### Gate-type map

Scale bar: 20 um.
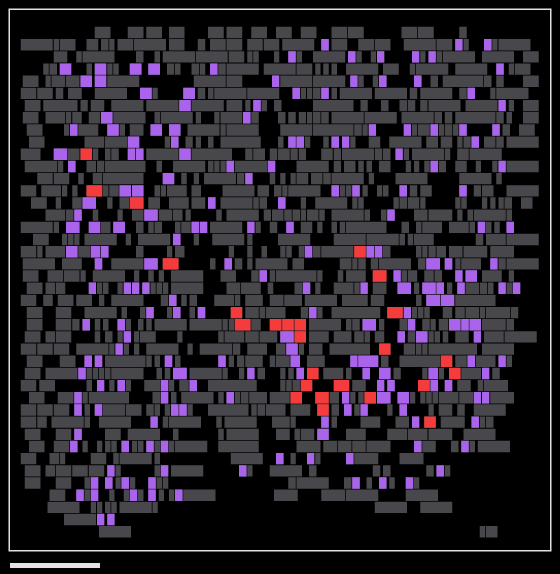
### Ports around the boundary

Pins as bars across the die edge, other pins in gray.
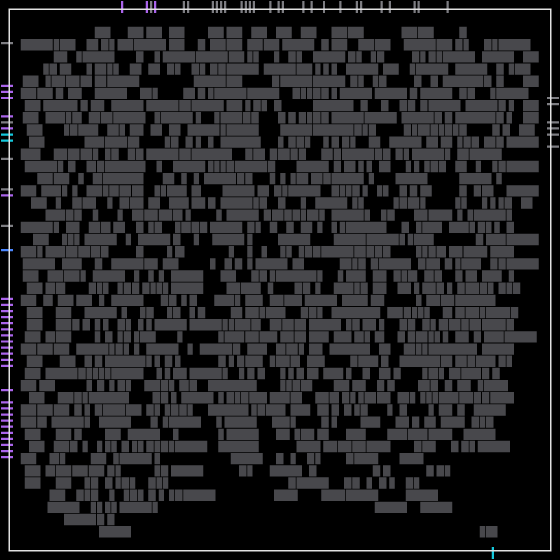
`config.mk`:
```
export PLATFORM = sky130hd
export DESIGN_NAME = fsqrt_unit_flat
export DESIGN_NICKNAME = d
export VERILOG_FILES = /design/src/rtl/fp_pkg.sv /design/src/rtl/fsqrt_unit_if.sv /design/src/rtl/isqrt_step.sv /design/src/rtl/fsqrt_unit.sv /design/src/flat_wrapper.sv
export SDC_FILE = /design/constraint.sdc
export NUM_CORES = 1
export LEC_CHECK = 0
export CAP_MARGIN = 20
export CORE_MARGIN = 2
export CORE_UTILIZATION = 53
export CTS_CLUSTER_DIAMETER = 100
export CTS_CLUSTER_SIZE = 10
export DETAILED_ROUTE_END_ITERATION = 8
export GPL_TIMING_DRIVEN = 0
export PLACE_DENSITY = 0.75
export RECOVER_POWER = 100
export SYNTH_ARGS = -nofsm -noshare
export SYNTH_HDL_FRONTEND = slang
export SYNTH_HIERARCHICAL = 1
export SYNTH_SLANG_ARGS = --single-unit
```
`constraint.sdc`:
```
create_clock -name clk -period 6.1 [get_ports clk]
set_clock_uncertainty 0.05 [all_clocks]
set_input_delay 1.525 -clock clk [delete_from_list [all_inputs] [get_ports clk]]
set_output_delay 1.525 -clock clk [all_outputs]
set_load 0.02 [all_outputs]
```
`src/rtl/fp_pkg.sv`:
```
// Shared types and constants for the single-precision square-root unit.
// Holds the FSM encoding, IEEE-754 constants and operand classification.
package fp_pkg;

   typedef enum logic [2:0] {
      IDLE = 3'b000,
      ITER = 3'b001,
      PACK = 3'b010,
      DONE = 3'b011
   } fsm_state_t;

   typedef enum logic [2:0] {
      FC_ZERO,
      FC_DENORM,
      FC_INF,
      FC_NAN,
      FC_NORMAL
   } fp_class_t;

   localparam logic [8:0]  FP_BIAS   = 9'd127;
   localparam logic [31:0] CANON_NAN = 32'h7FC0_0000;
   localparam logic [31:0] POS_INF   = 32'h7F80_0000;
   localparam logic [4:0]  ITER_LAST = 5'd23;

   function automatic fp_class_t classify(input logic [31:0] x);
      logic e_min;
      logic e_max;
      logic f_zero;
      e_min  = (x[30:23] == 8'h00);
      e_max  = (x[30:23] == 8'hFF);
      f_zero = (x[22:0] == 23'd0);
      unique case (1'b1)
         e_min && f_zero:  classify = FC_ZERO;
         e_min && !f_zero: classify = FC_DENORM;
         e_max && f_zero:  classify = FC_INF;
         e_max && !f_zero: classify = FC_NAN;
         default:          classify = FC_NORMAL;
      endcase
   endfunction

endpackage

```
`src/rtl/fsqrt_unit_if.sv`:
```
// Handshake bundle between decode/control and the square-root unit.
// The master side issues start/operand; the slave side returns the root.
interface fsqrt_unit_if;
   logic        start;
   logic [31:0] operand;
   logic [31:0] result;
   logic        result_valid;
   logic        halt_sqrt;
   logic [2:0]  fsm_state;

   modport master (
      output start, operand,
      input  result, result_valid, halt_sqrt, fsm_state
   );

   modport slave (
      input  start, operand,
      output result, result_valid, halt_sqrt, fsm_state
   );
endinterface

```
`src/rtl/isqrt_step.sv`:
```
// One restoring digit-by-digit square-root iteration, purely combinational.
// Brings in the next radicand bit pair and decides one root bit.
module isqrt_step (
   input  logic [25:0] rem_in,
   input  logic [1:0]  pair,
   input  logic [23:0] root_in,
   output logic [25:0] rem_out,
   output logic [23:0] root_out
);
   logic [25:0] acc;
   logic [25:0] trial;
   logic        ge;

   always_comb begin
      acc      = 26'({rem_in, pair});
      trial    = {root_in, 2'b01};
      ge       = (acc >= trial);
      rem_out  = ge ? (acc - trial) : acc;
      root_out = {root_in[22:0], ge};
   end
endmodule

```
`src/rtl/fsqrt_unit.sv`:
```
// Multi-cycle IEEE-754 single-precision square root, truncating result.
// Specials resolve in one cycle; normals take 24 root iterations plus pack.
module fsqrt_unit
   import fp_pkg::*;
(
   input  logic         clk,
   input  logic         rst_n,
   fsqrt_unit_if.slave  bus
);
   fsm_state_t  state_q;
   logic [4:0]  cnt_q;
   logic [47:0] rad_q;
   logic [25:0] rem_q;
   logic [23:0] root_q;
   logic [7:0]  exp_q;
   logic [31:0] result_q;

   logic [25:0] rem_nx;
   logic [23:0] root_nx;
   fp_class_t   cls;
   logic        is_special;
   logic [31:0] spec_val;
   logic [24:0] mant;
   logic [8:0]  exp_sum;
   logic [7:0]  exp_half;

   always_comb begin
      cls        = classify(bus.operand);
      is_special = 1'b1;
      spec_val   = CANON_NAN;
      unique case (cls)
         FC_ZERO, FC_DENORM: spec_val = {bus.operand[31], 31'd0};
         FC_INF:    spec_val = bus.operand[31] ? CANON_NAN : POS_INF;
         FC_NAN:    spec_val = CANON_NAN;
         default:   is_special = bus.operand[31];
      endcase
      // Even biased exponent means odd true exponent: fold one factor of 2 in
      mant = bus.operand[23] ? {2'b01, bus.operand[22:0]}
                             : {1'b1, bus.operand[22:0], 1'b0};
      exp_sum  = {1'b0, bus.operand[30:23]} + FP_BIAS;
      exp_half = 8'(exp_sum >> 1);
   end

   isqrt_step u_step (
      .rem_in   (rem_q),
      .pair     (rad_q[47:46]),
      .root_in  (root_q),
      .rem_out  (rem_nx),
      .root_out (root_nx)
   );

   always_ff @(posedge clk) begin
      if (!rst_n) begin
         state_q  <= IDLE;
         cnt_q    <= 5'd0;
         rad_q    <= 48'd0;
         rem_q    <= 26'd0;
         root_q   <= 24'd0;
         exp_q    <= 8'd0;
         result_q <= 32'h0;
      end else begin
         unique case (state_q)
            IDLE: begin
               if (bus.start) begin
                  if (is_special) begin
                     result_q <= spec_val;
                     state_q  <= DONE;
                  end else begin
                     cnt_q   <= ITER_LAST;
                     rad_q   <= {mant, 23'd0};
                     rem_q   <= 26'd0;
                     root_q  <= 24'd0;
                     exp_q   <= exp_half;
                     state_q <= ITER;
                  end
               end
            end
            ITER: begin
               rem_q  <= rem_nx;
               root_q <= root_nx;
               rad_q  <= {rad_q[45:0], 2'b00};
               if (cnt_q == 5'd0) begin
                  state_q <= PACK;
               end else begin
                  cnt_q <= cnt_q - 5'd1;
               end
            end
            PACK: begin
               result_q <= {1'b0, exp_q, root_q[22:0]};
               state_q  <= DONE;
            end
            DONE:    state_q <= IDLE;
            default: state_q <= IDLE;
         endcase
      end
   end

   assign bus.result       = result_q;
   assign bus.result_valid = (state_q == DONE);
   assign bus.fsm_state    = state_q;
   assign bus.halt_sqrt    = rst_n &&
                             ((state_q == IDLE && bus.start) ||
                              state_q == ITER || state_q == PACK);
endmodule
```
`src/flat_wrapper.sv`:
```
// flat-port wrapper written by rule: the top's interface ports become plain ports
module fsqrt_unit_flat import fp_pkg::*;
  (clk, rst_n, bus_start, bus_operand, bus_result, bus_result_valid, bus_halt_sqrt, bus_fsm_state);
  fsqrt_unit_if bus_i ();
  input  logic clk;
  input  logic rst_n;
  input wire logic [$bits(bus_i.start)-1:0] bus_start;
  input wire logic [$bits(bus_i.operand)-1:0] bus_operand;
  output wire logic [$bits(bus_i.result)-1:0] bus_result;
  output wire logic [$bits(bus_i.result_valid)-1:0] bus_result_valid;
  output wire logic [$bits(bus_i.halt_sqrt)-1:0] bus_halt_sqrt;
  output wire logic [$bits(bus_i.fsm_state)-1:0] bus_fsm_state;
  assign bus_i.start = bus_start;
  assign bus_i.operand = bus_operand;
  assign bus_result = bus_i.result;
  assign bus_result_valid = bus_i.result_valid;
  assign bus_halt_sqrt = bus_i.halt_sqrt;
  assign bus_fsm_state = bus_i.fsm_state;
  fsqrt_unit u_core (.clk(clk), .rst_n(rst_n), .bus(bus_i));
endmodule
```
==> impl_table.tex <==
% Auto-generated results table
\begin{tabular}{lr}
\hline
Metric & Value \\
\hline
\multicolumn{2}{l}{\textbf{Power}} \\
Proportion of power drawn by flip-flops and latches & 16.7\% \\
Internal power contribution & roughly 3.5 mW \\
Proportion of power drawn by the clock network & between 10\% and 20\% \\
\multicolumn{2}{l}{\textbf{STA}} \\
Peak clock frequency supported by timing & 0.185 GHz \\
Unrepaired setup endpoints after global routing & no \\
Slew headroom & between 30\% and 40\% \\
Least-Margin Pin Slew & between 900 and 1000 ps \\
Sum of negative setup slack & 0 ps \\
Part of the cycle the worst path needs & between 80\% and 90\% \\
\multicolumn{2}{l}{\textbf{Worst setup path}} \\
Critical path fanouts, max & 10 \\
Cell seen most often among critical-path stages & clkbuf\_1 \\
Worst path cell trace & dlygate4sd3\_1 > clkbuf\_1 > clkbuf\_1 > inv\_1 > ha\_1 > nor3b\_1 > a21o\_1 > o31ai\_1 > clkbuf\_1 > clkbuf\_1 > nand3\_1 > a21oi\_1 \\
Startpoint kind of the worst setup timing path & input port \\
\multicolumn{2}{l}{\textbf{Yosys}} \\
Avg Synthesized Cell Area & just under 8 um\^{}2 \\
Synth Instances & $\sim$930 \\
\multicolumn{2}{l}{\textbf{Clock tree}} \\
Clk pin slew, worst setup/hold paths & approximately 50 ps \\
Root buffer cell & clkbuf\_16 \\
\multicolumn{2}{l}{\textbf{Final layout}} \\
Design area & 8680 um\^{}2 \\
Core utilization of the finished layout & between 60\% and 70\% \\
\# diodes & 0 \\
Share of layout cells above drive strength 1 & under 10\% \\
Final standard cell count with taps included and fillers excluded & about 1,200 \\
Area growth from synthesis to layout & 20.4\% \\
Area of all sequential standard cells & between 2000 and 2500 um\^{}2 \\
\multicolumn{2}{l}{\textbf{GRT}} \\
Global-route usage over all layers & a little over a quarter \\
First-pass GRT wire length & slightly above 30 mm \\
Via count of the first global-routing pass & 6,359 \\
\multicolumn{2}{l}{\textbf{Flow run}} \\
Count of maximum capacitance violations & 0 \\
\multicolumn{2}{l}{\textbf{Placement}} \\
Number of placed instances, taps included & 1,179 \\
Routability Congestion & roughly 0.92 \\
\multicolumn{2}{l}{\textbf{Routing}} \\
Routed length per instance & 15.6 um \\
Vias/cell & 5.67 \\
Residual DRC count & 0 \\
1st-iter DRT viols & approximately 470 \\
\multicolumn{2}{l}{\textbf{Status}} \\
Status & finished clean \\
\multicolumn{2}{l}{\textbf{Die}} \\
Boundary pin count & roughly 70 \\
\multicolumn{2}{l}{\textbf{Worst hold path}} \\
Min-Delay Path Class & flip-flop to flip-flop \\
\hline
\end{tabular}
Notes on 'Gate-type map' above:
legend:
  inverting AOI/OAI gates:
    color: purple
    cells: 203
    where: spread over the die
  AND-OR and OR-AND gates:
    color: red
    cells: 25

Notes on 'Ports around the boundary' above:
legend:
  bus_operand:
    color: purple
    pins: 32
    direction: input
    edge: 29 left, 3 top
  rst_n:
    color: blue
    pins: 1
    direction: input
    edge: left
  bus_fsm_state:
    color: cyan
    pins: 3
    direction: output
    edge: 2 left, 1 bottom
height of the die: 121 um
Die Width: 121 um
count of input and output buffers: 69

## worst max-delay path, delay by kind of cell
kind / cells / cell delay (ps)
AOI/OAI and AO/OA: 3 / 970
and+or+nand+nor: 2 / 330
buffers and inverters: 6 / 2600
adders and majority gates: 1 / 250
## metrics by stage
step                      total power, mW  setup WS, ps  hold WS (ps)
after global routing                 6.32           481           413
after detailed placement             4.92           928           393
after global placement               4.89           938           387
after floorplan                      4.20          1950           377
final                                5.95           698           396
after CTS                            5.97           924           401
## final cells by class
| cell class | instances | area share (%) |
|---|---|---|
| multi-input cells | 682 | 47.8 |
| flip-flops and latches | 120 | 27.7 |
| repair buffers | 69 | 7.96 |
| clock buffers | 22 | 5.46 |
| plain buffers | 91 | 5.41 |
| well taps | 176 | 2.54 |
| inverters | 41 | 1.77 |
| clock inverters | 9 | 1.41 |
## placed cells by master (no fill, tap or decap), types with 25 or more instances in the layout
cell / n
nand2_1: 160
a21oi_1: 121
dfxtp_1: 120
nand3_1: 82
clkbuf_1: 53
nor2_1: 45
inv_1: 40
dlygate4sd3_1: 38
ha_1: 36
o21ai_0: 35
clkdlybuf4s50_1: 31
buf_4: 25
## final timing paths
check / startpoint / endpoint / slack (ps) / cells past startpoint
min reg2reg: u_core/bus.result[15] / u_core/bus.result[15] / 400 / 2
max: bus_operand[23] / u_core/rem_q[18] / 700 / 12
min: u_core/bus.result[15] / u_core/bus.result[15] / 400 / 2
max reg2reg: u_core/root_q[17] / u_core/rem_q[23] / 2850 / 14
## power by group through the flow
| stage | combinational, mW | clock, mW | sequential (mW) |
|---|---|---|---|
| after floorplan | 3.17 | 0 | 1.03 |
| after global placement | 3.88 | 0 | 1.01 |
| after detailed placement | 3.91 | 0 | 1.01 |
| after CTS | 3.94 | 1.03 | 0.998 |
| after global routing | 4.24 | 1.07 | 1.01 |
| final | 3.94 | 1.01 | 0.997 |
## sequential cells by signal, summed over array words and instances (netlist names)
name / count
u_core/rem_q: 24
u_core/bus.fsm_state: 2
u_core/root_q: 24
u_core/bus.result: 32
u_core/cnt_q: 5
u_core/rad_q: 25
u_core/exp_q: 8
## layer usage
layer  vias to the layer above  track usage [%]  share of wire, %
met3                        24             4.58               5.2
met4                         0             8.94               1.8
met2                       213             44.1                49
li1                       3399                -                 -
met5                         -                0                 0
met1                      3226             34.0                44
Power and IR drop assume default switching activity.
